$ cat config.mk
export PLATFORM = sky130hd
export DESIGN_NAME = battery_manager
export DESIGN_NICKNAME = d
export VERILOG_FILES = /design/src/rtl/battery_manager.sv
export SDC_FILE = /design/constraint.sdc
export NUM_CORES = 1
export LEC_CHECK = 0
export CORE_MARGIN = 2
export CORE_UTILIZATION = 65
export CTS_CLUSTER_SIZE = 24
export DETAILED_ROUTE_END_ITERATION = 10
export PLACE_DENSITY = 0.82
export SKIP_LAST_GASP = 1
export SLEW_MARGIN = 20
export SYNTH_ARGS = -nofsm -noshare
export SYNTH_HDL_FRONTEND = slang
export SYNTH_SLANG_ARGS = --single-unit
$ cat constraint.sdc
create_clock -name clk -period 5.35 [get_ports clk]
set_clock_uncertainty 0.05 [all_clocks]
set_input_delay 0.535 -clock clk [delete_from_list [all_inputs] [get_ports clk]]
set_output_delay 0.535 -clock clk [all_outputs]
set_load 0.1 [all_outputs]
$ cat src/rtl/battery_manager.sv
// battery_manager: tracks a 2-bit battery level that drains with fan activity and
// recovers one step per charge-button press.
//
// A free-running prescaler produces a one-cycle tick every TICK_DIV clocks. On each
// tick the current fan_state (0..3) is added to a drain accumulator. When the
// accumulator reaches DRAIN_PER_LEVEL, the level drops one step and the remainder
// is carried over. A charge press raises the level one step and clears the
// accumulator. The press wins over a coincident tick.
//
// Optional feature: define BATTERY_LOW_WARN_EN to build the low-battery blinker.
// While level is 01, low_warn toggles every BLINK_DIV clocks. Without the macro,
// low_warn is tied to 0.
//
// Ports:
//   clk            system clock, rising edge
//   rst_n          asynchronous active-low reset
//   fan_state[1:0] fan speed: 00 off, 01 low, 10 mid, 11 high
//   charge_press   single-cycle charge pulse
//   level[1:0]     battery level, 00 empty .. 11 full (registered)
//   battery_empty  registered, equals (level == 00)
//   low_warn       registered low-battery blink output
module battery_manager #(
    parameter int unsigned TICK_DIV        = 50000000,
    parameter int unsigned DRAIN_PER_LEVEL = 30,
    parameter int unsigned BLINK_DIV       = 25000000
) (
    input  logic       clk,
    input  logic       rst_n,
    input  logic [1:0] fan_state,
    input  logic       charge_press,
    output logic [1:0] level,
    output logic       battery_empty,
    output logic       low_warn
);

    localparam int unsigned PW = (TICK_DIV > 1) ? $clog2(TICK_DIV) : 1;
    // The sum of a stored remainder (< DRAIN_PER_LEVEL) and fan_state can reach
    // DRAIN_PER_LEVEL+2.
    localparam int unsigned AW = $clog2(DRAIN_PER_LEVEL + 3);

    // Elaboration-time parameter sanity checks.
    if (TICK_DIV < 2) begin : g_bad_tick
        $error("TICK_DIV must be >= 2");
    end
    if (DRAIN_PER_LEVEL < 4) begin : g_bad_drain
        $error("DRAIN_PER_LEVEL must be >= 4");
    end
    if (BLINK_DIV < 2) begin : g_bad_blink
        $error("BLINK_DIV must be >= 2");
    end

    logic [PW-1:0] presc_q, presc_d;
    logic [AW-1:0] acc_q, acc_d, sum;
    logic [1:0]    level_q, level_d;
    logic          empty_q;
    logic          tick;

    assign tick = (presc_q == PW'(TICK_DIV - 1));

    always_comb begin
        presc_d = tick ? '0 : presc_q + PW'(1);
        level_d = level_q;
        acc_d   = acc_q;
        sum     = acc_q + AW'(fan_state);

        if (charge_press && (level_q != 2'b11)) begin
            level_d = level_q + 2'd1;
            acc_d   = '0;
        end else if (tick) begin
            if (level_q == 2'b00) begin
                acc_d = '0;
            end else if (sum >= AW'(DRAIN_PER_LEVEL)) begin
                acc_d   = sum - AW'(DRAIN_PER_LEVEL);
                level_d = level_q - 2'd1;
            end else begin
                acc_d = sum;
            end
        end

        // An empty battery carries no partial drain.
        if (level_d == 2'b00) begin
            acc_d = '0;
        end
    end

    always_ff @(posedge clk or negedge rst_n) begin
        if (!rst_n) begin
            presc_q <= '0;
            acc_q   <= '0;
            level_q <= 2'b11;
            empty_q <= 1'b0;
        end else begin
            presc_q <= presc_d;
            acc_q   <= acc_d;
            level_q <= level_d;
            // Computed from level_d so both flops update on the same edge.
            empty_q <= (level_d == 2'b00);
        end
    end

    assign level         = level_q;
    assign battery_empty = empty_q;

`ifdef BATTERY_LOW_WARN_EN
    localparam int unsigned BW = (BLINK_DIV > 1) ? $clog2(BLINK_DIV) : 1;

    logic [BW-1:0] blink_q, blink_d;
    logic          warn_q, warn_d;

    always_comb begin
        blink_d = '0;
        warn_d  = 1'b0;
        if (level_q == 2'b01) begin
            if (blink_q == BW'(BLINK_DIV - 1)) begin
                blink_d = '0;
                warn_d  = ~warn_q;
            end else begin
                blink_d = blink_q + BW'(1);
                warn_d  = warn_q;
            end
        end
    end

    always_ff @(posedge clk or negedge rst_n) begin
        if (!rst_n) begin
            blink_q <= '0;
            warn_q  <= 1'b0;
        end else begin
            blink_q <= blink_d;
            warn_q  <= warn_d;
        end
    end

    assign low_warn = warn_q;
`else
    assign low_warn = 1'b0;
`endif

endmodule

**Floorplan with the power grid**

Scale bar: 20 um. Pins as bars on the die edge. Tap cells in gray.
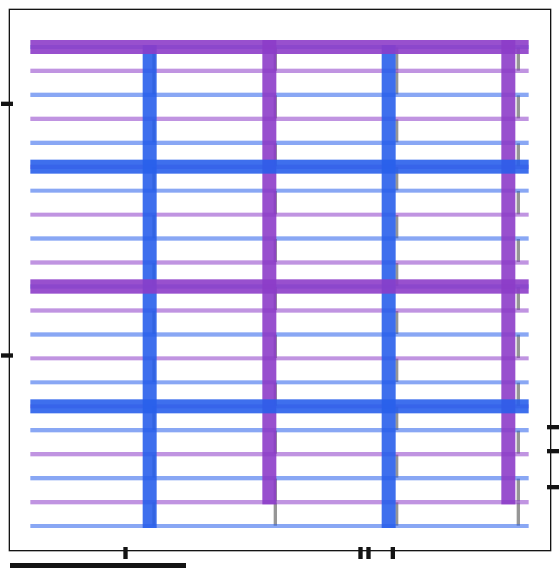
[purple] VDD
[blue] VSS
rows: 20
tap cells: 44
met1 rails: 21
met4 straps: 4
signal pins: 9

==> results_slide.txt <==
Flow Results at a Glance

Run status
  – Outcome: complete, no violations

Layout
  – NonClk Buf Share: 3.66%
  – Top Layout Cells: dfrtp_1, nand2_1, nor2_1, xor2_1, xnor2_1
  – Layout area overhead: 8.73%
  – Ratio of cells with drive above 1 in the final layout: 11.0%
  – Max reg flops: 26
  – Seq_cells: 35
  – Combinational gates: 179
  – Non-filler instance count after layout: 281
  – Fillers: 240
  – Bufs w/o clock: 9
  – Largest cell class: combinational gates
  – Logic share of the area: 51.7%
  – Post-route core utilization: 75.4%
  – Highest-count logic cell in the final layout: dfrtp_1

Routing
  – DR pass1 iterations: 4
  – Routed WL per cell: 16.0 um
  – Via count: 1,715
  – Total Wirelength: 4490 um
  – DRC violations left: 0
  – Vias/cell: 6.10
  – Iter 0 DRT Violations: 108
  – Metal2 WL: 2220 um
  – Met3 wire length: 144 um
  – Wire length on met1: 2060 um

Pwr
  – PwrDens: 297 mW/mm2
  – Max IR drop VDD: 0.171 mV
  – Share of total power in combinational logic: 29.4%
  – Sw Ratio: 36.2%
  – Pwr top: registers
  – Int Pwr: 0.440 mW
  – Net Switching: 0.249 mW
  – Clock group share of total power: 27.9%

Setup path
  – Worst reg2reg path depth: 8
  – CP Max Fanout: 9
  – Crit. path cell count: 9
  – Setup crit start kind: input port
  – Crit-path max cell delay: 0.54 ns
  – R2R Path End: acc_q[3]$_DFFE_PN0P_
  – Buffer-and-inverter tally for the worst setup path: 1
  – CP endpoint kind: flip-flop
  – Setup CP Type: input port to flip-flop
  – CP startpoint: fan_state[0]
  – Crit-path cells: clkdlybuf4s50_1, ha_1, fa_1, xor2_1, a2bb2oi_1, o21bai_1, a311oi_1, a211o_1, a31oi_1
  – Critical Path RT: 5.57 ns
  – CP max-delay cell: fa_1

Worst hold path
  – Worst Hold Class: flip-flop to flip-flop

Placed design
  – Routability cong.: 0.807
  – Dpl ws: 2.06 ns
  – Post-DP HPWL: 3300 um
  – Placement-stage cell area: 0.00224 mm2
  – Port bufs: 7

Floorplan
  – Die extent in y: 61.3 um
  – Row count: 20
  – I/O pin count: 9

Yosys
  – Most common cell in the netlist: dfrtp_1
  – XOR Share, Synth: 11.5%
  – Yosys reg bits: 35
  – Post-synth EDFFs: 0
  – Synthesized area: 0.00214 mm2
  – # Cells Yosys: 228
  – Mux frac, synth: 0%
  – Aoi share: 11.3%
  – Post-synth seq share: 41.1%
  – Main logic family: simple AND/OR/NAND/NOR gates
  – Synth top cells by count: dfrtp_1, nand2_1, nor2_1

Flow run
  – OpenROAD warning count: 27
  – Maximum Capacitance Violations: 0

Final timing
  – Slew Limit Fails: 0
  – RSZ-0062 raised after global routing: false
  – Slew margin rel.: 35.6%
  – Final WS setup: 2.41 ns
  – Fin crit share: 55.0%
  – Final Setup Violations: 0
  – Hold_ws: 0.459 ns

Clocking
  – CTS Hold Bufs: 0
  – Post-CTS sizing: 0
  – Clock sink count: 35
  – Worst-Skew Late Latency: 0.34 ns
  – CTS H-tree lvls: 2
  – Postcts setup bufs: 0

GRT
  – Aggregate global routing overflow: 0
  – Pin count of the biggest net entering global routing: 36
  – Vias in the first global route: 1,688
  – Initial antenna violation count: 0
  – GRT met1 Usage: 38.0%
**Cells colored by class**

Scale bar: 20 um.
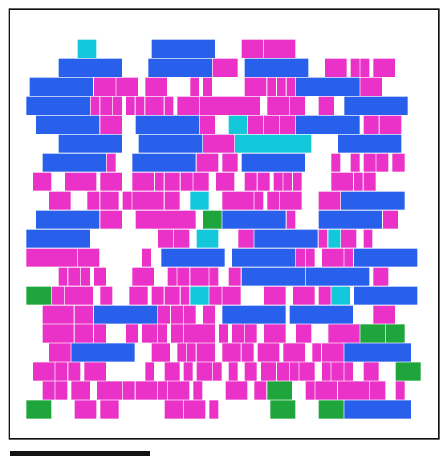
[cyan] clock drivers and dummy loads | cells: 8 | share of their area: 3.6%
[magenta] all other logic | cells: 185 | share of their area: 54%
[green] other buffers and delay cells | cells: 9 | share of their area: 3.8%
[blue] flip-flops | cells: 35 | share of their area: 39%
fraction of area in registers: 37.8%
Final Cell Area: 0.00232 mm2
Core Region: 0.00308 mm2

Power and IR drop assume default switching activity.
